### src/rtl/oam_dma.sv
// oam_dma: FF46 OAM DMA controller, copies LENGTH bytes from {src_hi,00} to DST_BASE.
module oam_dma #(
   parameter logic [15:0] REG_ADDR = 16'hFF46,
   parameter logic [15:0] DST_BASE = 16'hFE00,
   parameter int          LENGTH   = 160
) (
   input  logic        clk,
   input  logic        reset,
   input  logic [15:0] cpu_addr,
   input  logic [7:0]  cpu_data_w,
   input  logic        cpu_write_enable,
   output logic [7:0]  cpu_data_r,
   output logic        cpu_data_active,
   output logic        dma_active,
   output logic [15:0] bus_addr,
   output logic [7:0]  bus_data_w,
   output logic        bus_write_enable,
   input  logic [7:0]  bus_data_r
);
   typedef enum logic [1:0] {IDLE, START, READ, WRITE} state_t;
   localparam logic [7:0] LAST = 8'(LENGTH - 1);
   state_t     state;
   logic [7:0] src_hi, idx, byte_q, page;
   logic       reg_wr;
   // Echo RAM E0-FF folds down onto C0-DF.
   function automatic logic [7:0] fold(input logic [7:0] s);
      return s < 8'hE0 ? s : s - 8'h20;
   endfunction
   assign page            = fold(src_hi);
   assign reg_wr          = cpu_write_enable && cpu_addr == REG_ADDR;
   assign cpu_data_active = cpu_addr == REG_ADDR && !cpu_write_enable;
   assign bus_data_w      = state == WRITE ? byte_q : 8'h00;
   always_ff @(posedge clk) begin
      if (reset) begin
         state            <= IDLE;
         idx              <= 8'h00;
         byte_q           <= 8'h00;
         src_hi           <= 8'h00;
         dma_active       <= 1'b0;
         bus_write_enable <= 1'b0;
         bus_addr         <= 16'h0000;
      end else if (reg_wr) begin
         src_hi           <= cpu_data_w;
         state            <= START;
         dma_active       <= 1'b1;
         bus_write_enable <= 1'b0;
         bus_addr         <= {fold(cpu_data_w), 8'h00};
      end else begin
         case (state)
            START: begin
               state    <= READ;
               idx      <= 8'h00;
               bus_addr <= {page, 8'h00};
            end
            READ: begin
               state            <= WRITE;
               byte_q           <= bus_data_r;
               bus_addr         <= DST_BASE + {8'h00, idx};
               bus_write_enable <= 1'b1;
            end
            WRITE: begin
               bus_write_enable <= 1'b0;
               if (idx < LAST) begin
                  state    <= READ;
                  idx      <= idx + 8'd1;
                  bus_addr <= {page, idx + 8'd1};
               end else begin
                  state      <= IDLE;
                  dma_active <= 1'b0;
                  bus_addr   <= 16'h0000;
               end
            end
            default: ;
         endcase
      end
   end
   always_ff @(negedge clk) begin
      if (reset)
         cpu_data_r <= 8'h00;
      else if (cpu_addr == REG_ADDR)
         cpu_data_r <= src_hi;
   end
endmodule

### config.mk
export PLATFORM = sky130hd
export DESIGN_NAME = oam_dma
export DESIGN_NICKNAME = d
export VERILOG_FILES = /design/src/rtl/oam_dma.sv
export SDC_FILE = /design/constraint.sdc
export NUM_CORES = 1
export LEC_CHECK = 0
export ABC_AREA = 1
export CORE_MARGIN = 3
export CORE_UTILIZATION = 49
export DETAILED_ROUTE_END_ITERATION = 12
export PLACE_DENSITY = 0.79
export SLEW_MARGIN = 20
export SYNTH_ARGS = -nofsm -noshare
export SYNTH_HDL_FRONTEND = slang
export SYNTH_SLANG_ARGS = --single-unit
### constraint.sdc
create_clock -name clk -period 1.82 [get_ports clk]
set_clock_uncertainty 0.05 [all_clocks]
set_input_delay 0.364 -clock clk [delete_from_list [all_inputs] [get_ports clk]]
set_output_delay 0.364 -clock clk [all_outputs]
set_load 0.01 [all_outputs]
run_1/metal_stack.png
Scale bar: 20 um. Only two layers are drawn.
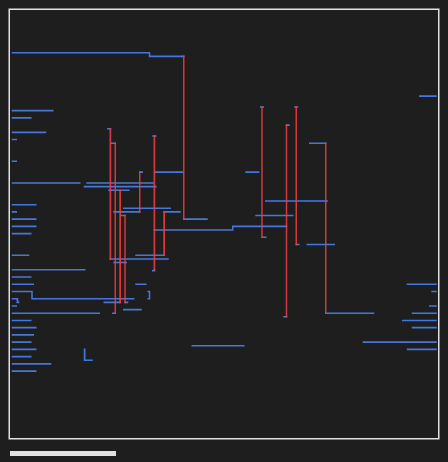
legend:
  blue:
    layer: met3
    wire_length: 392 um
  red:
    layer: met4
    wire_length: 284 um
vias after detailed routing: 2993
wire per inst: 12.5 um
sum of routed wire length over all layers: 7460 um

run_1/final_congestion.png
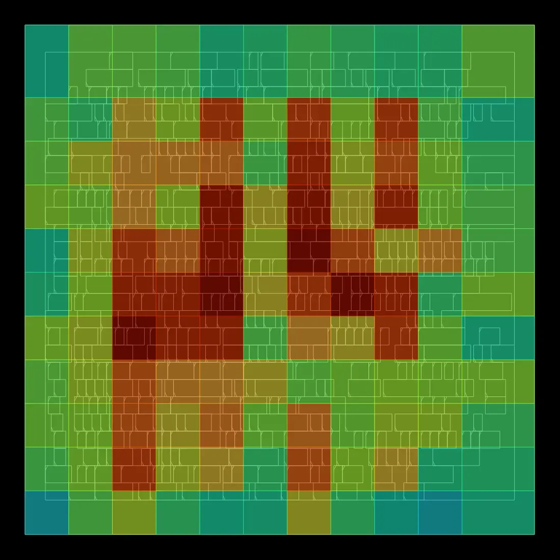
Finished Core Util: 0.753
layer with the highest usage: met2
met1 usage: 0.280

==> impl_table.tex, run 1 <==
% Synthesis and place-and-route results
\begin{tabular}{lr}
\hline
Metric & Value \\
\hline
\multicolumn{2}{l}{\textbf{Floorplan}} \\
Die Footprint & between 6000 and 7000 sq um \\
Die width & 80.5 um \\
Core footprint & about 5200 sq um \\
Die H & just over 80 um \\
\multicolumn{2}{l}{\textbf{Global routing}} \\
GR Util All Layers & 0.244 \\
Largest net degree at the start of global routing & 19 \\
Met2 Track Usage GR & 0.425 \\
\multicolumn{2}{l}{\textbf{STA}} \\
Final hold slack & 0.416 ns \\
Worst slew margin relative to its limit & 0.789 \\
Setup-violating endpoint count in the final report & 16 \\
Final worst setup slack & -0.312 ns \\
Pin slew with the least headroom to its limit & between 0.3 and 0.4 ns \\
\multicolumn{2}{l}{\textbf{Worst setup path}} \\
Startpoint of the most critical setup path & cpu\_data\_r[3]\$\_SDFFE\_NP0N\_ \\
Number of logic stages on the critical path including buffering & 1 \\
Data arrival, critical path & around 1.7 ns \\
Critical path startpoint category & register \\
Startpoint of the most critical register-to-register path & state[1]\$\_SDFFE\_PP0P\_ \\
Terminus of the critical flop-to-flop path & idx[3]\$\_SDFFE\_PP0P\_ \\
Critical path buffer and inverter count & 1 \\
Slowest stage cell, crit path & dfxtp\_2 \\
\multicolumn{2}{l}{\textbf{Job}} \\
Tool warnings & between 40 and 50 \\
\multicolumn{2}{l}{\textbf{Status}} \\
Violations in the final reports & setup timing \\
Result of the run & finished with violations \\
\multicolumn{2}{l}{\textbf{Layout}} \\
Non-clock buffer area fraction after layout & 0.244 \\
Total of fill cells in the finished design & about 430 \\
Logic area & between 1000 and 1500 sq um \\
Final antenna diode count & 0 \\
Register share of the cell area & 0.268 \\
Post-layout instance area & between 3000 and 4000 sq um \\
Multi-input combinational cell count & 294 \\
Largest reg by FF count & bus\_addr \\
\multicolumn{2}{l}{\textbf{Synth}} \\
Complex Gates by Area & 0.111 \\
Part of the Yosys area used for sequential elements & 0.383 \\
Dominant kind of combinational cell & simple AND/OR/NAND/NOR gates \\
Synthesized registers & 52 \\
Post-synth design cell area & between 2000 and 3000 sq um \\
Post-synth EDFFs & 0 \\
Net count entering floorplan & 461 \\
Yosys chip area & 2720 sq um \\
Number of warnings issued by yosys & 0 \\
\multicolumn{2}{l}{\textbf{Drt}} \\
Met2 Routed Length & around 3700 um \\
Total routed wire length on the met1 layer & $\sim$3100 um \\
Final ANT Viol Nets & 0 \\
\multicolumn{2}{l}{\textbf{Clock network}} \\
Total of cells resized after clock tree synthesis & 149 \\
Clock insertion delay at the later pin of the skew report & around 0.31 ns \\
Cts hold-fix bufs & 0 \\
TritonCTS clock tree & done \\
Number of sinks handled by clock tree synthesis & around 52 \\
\multicolumn{2}{l}{\textbf{Pwr}} \\
Seq power & approximately 1.5 mW \\
Sw Pwr & between 1 and 1.5 mW \\
Total Power Consumption & $\sim$3.8 mW \\
Combinational fraction of design power & 0.395 \\
Fraction of power spent switching nets & 0.359 \\
Clock network power & $\sim$0.86 mW \\
Power drawn by the combinational cells & 1.51 mW \\
Internal power & roughly 2.5 mW \\
\multicolumn{2}{l}{\textbf{Placed design}} \\
Worst slack at placement & -0.957 ns \\
Final weighted congestion of routability-driven global placement & 0.867 \\
\multicolumn{2}{l}{\textbf{Hold path}} \\
Type of the most critical hold path & register to register \\
\hline
\end{tabular}
run_1/gate_families.png
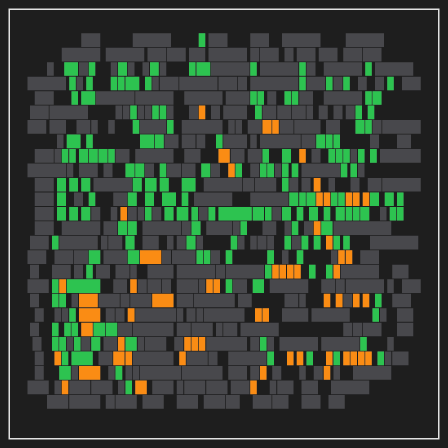
legend:
  orange:
    family: NOR gates
    cells: 59
  green:
    family: NAND gates
    cells: 169
final standard cell count with taps included and fillers excluded: 598
most common cell after layout, fill and taps aside: nand2_1
Comb area share: 0.373

run_1/cell_classes.png
Scale bar: 20 um.
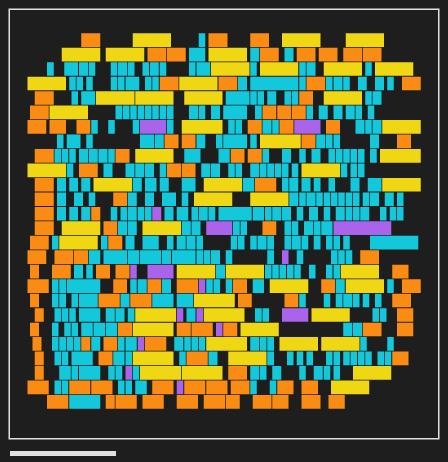

## Run 2: what changed since run 1
--- a/config.mk
+++ b/config.mk
@@ -6,11 +6,9 @@
 export NUM_CORES = 1
 export LEC_CHECK = 0
 export ABC_AREA = 1
-export CORE_MARGIN = 3
 export CORE_UTILIZATION = 49
 export DETAILED_ROUTE_END_ITERATION = 12
 export PLACE_DENSITY = 0.79
-export SLEW_MARGIN = 20
 export SYNTH_ARGS = -nofsm -noshare
 export SYNTH_HDL_FRONTEND = slang
 export SYNTH_SLANG_ARGS = --single-unit
run_2/cell_classes.png
Scale bar: 20 um.
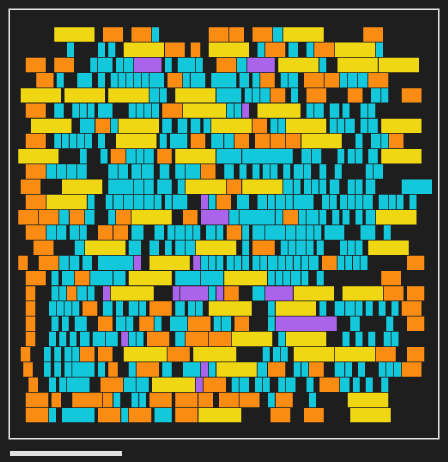
legend:
  yellow:
    class: flops
    cells: 52
  orange:
    class: other buffers and delay cells
    cells: 112
  cyan:
    class: all other logic
    cells: 352
  purple:
    class: clock drivers and dummy loads
    cells: 16
Finished Core Util: 0.756
Row Count: 26
register share of the cell area: 0.266
post-layout instance area: 3960 sq um
core footprint: 5240 sq um

==> run 2 against run 1 <==
Effect of this change: the flow still finishes with violations (setup timing); sequential power barely moved; core utilization increased by 0.31 points; largest cell class unchanged; critical endpoint is now cpu_data_r[1]; area after synthesis unchanged; largest power group unchanged; final cell count rose by 0.67%; critical path depth unchanged.
==> impl_table.tex, run 2 <==
% Synthesis and place-and-route results
\begin{tabular}{lr}
\hline
Metric & Value \\
\hline
\multicolumn{2}{l}{\textbf{Status}} \\
Result of the run & finished with violations \\
Violations in the final reports & setup timing \\
\multicolumn{2}{l}{\textbf{Synth}} \\
Post-synth EDFFs & 0 \\
Complex Gates by Area & 0.111 \\
Number of warnings issued by yosys & 0 \\
Part of the Yosys area used for sequential elements & 0.383 \\
Synthesized registers & about 52 \\
Post-synth design cell area & 2720 sq um \\
Yosys chip area & 2720 sq um \\
\multicolumn{2}{l}{\textbf{Clock network}} \\
Total of cells resized after clock tree synthesis & approximately 150 \\
Cts hold-fix bufs & 0 \\
Number of sinks handled by clock tree synthesis & 52 \\
TritonCTS clock tree & done \\
Clock insertion delay at the later pin of the skew report & 0.31 ns \\
\multicolumn{2}{l}{\textbf{Layout}} \\
Total of fill cells in the finished design & 437 \\
Non-clock buffer area fraction after layout & 0.248 \\
Largest reg by FF count & bus\_addr \\
Final antenna diode count & 0 \\
Final standard cell count with taps included and fillers excluded & 602 \\
Comb area share & 0.371 \\
Logic area & approximately 1500 sq um \\
Multi-input combinational cell count & a little under 300 \\
\multicolumn{2}{l}{\textbf{Drt}} \\
Vias after detailed routing & just over 3000 \\
Met2 Routed Length & a little under 4000 um \\
Wire per inst & roughly 13 um \\
Total routed wire length on the met1 layer & roughly 3100 um \\
Final ANT Viol Nets & 0 \\
\multicolumn{2}{l}{\textbf{Job}} \\
Tool warnings & about 40 \\
\multicolumn{2}{l}{\textbf{Placed design}} \\
Final weighted congestion of routability-driven global placement & 0.859 \\
Worst slack at placement & -0.917 ns \\
\multicolumn{2}{l}{\textbf{Worst setup path}} \\
Number of logic stages on the critical path including buffering & 1 \\
Terminus of the critical flop-to-flop path & idx[2]\$\_SDFFE\_PP0P\_ \\
Critical path buffer and inverter count & 1 \\
Slowest stage cell, crit path & dfxtp\_2 \\
Startpoint of the most critical register-to-register path & state[0]\$\_SDFFE\_PP0P\_ \\
Startpoint of the most critical setup path & cpu\_data\_r[1]\$\_SDFFE\_NP0N\_ \\
Critical path startpoint category & register \\
\multicolumn{2}{l}{\textbf{Global routing}} \\
Layer with the highest usage & met2 \\
Met2 Track Usage GR & 0.479 \\
GR Util All Layers & 0.261 \\
\multicolumn{2}{l}{\textbf{Hold path}} \\
Type of the most critical hold path & register to register \\
\multicolumn{2}{l}{\textbf{Pwr}} \\
Fraction of power spent switching nets & 0.363 \\
Power drawn by the combinational cells & between 1.5 and 2 mW \\
Clock network power & roughly 0.87 mW \\
Total Power Consumption & about 4 mW \\
Sw Pwr & 1.42 mW \\
Combinational fraction of design power & 0.404 \\
Internal power & $\sim$2.5 mW \\
Seq power & $\sim$1.5 mW \\
\multicolumn{2}{l}{\textbf{Floorplan}} \\
Die H & 76.5 um \\
Die Footprint & approximately 5800 sq um \\
\multicolumn{2}{l}{\textbf{STA}} \\
Setup-violating endpoint count in the final report & 16 \\
Worst slew margin relative to its limit & 0.792 \\
Final worst setup slack & -0.319 ns \\
\hline
\end{tabular}
run_2/registers.png
Scale bar: 20 um. Other sequential cells in the stronger grey, the rest of the logic in the fainter grey.
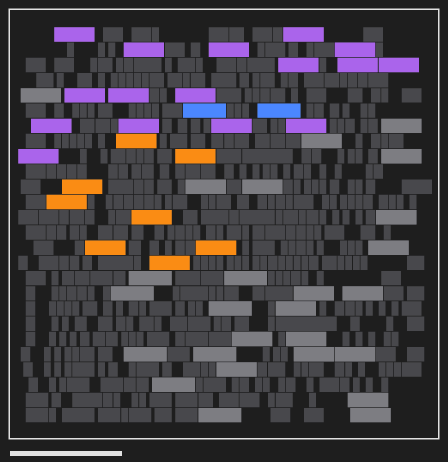
legend:
  blue:
    name_in_the_netlist: state
    placed_flops: 2
  purple:
    name_in_the_netlist: bus_addr
    placed_flops: 16
  orange:
    name_in_the_netlist: src_hi
    placed_flops: 8

Power and IR drop assume default switching activity.
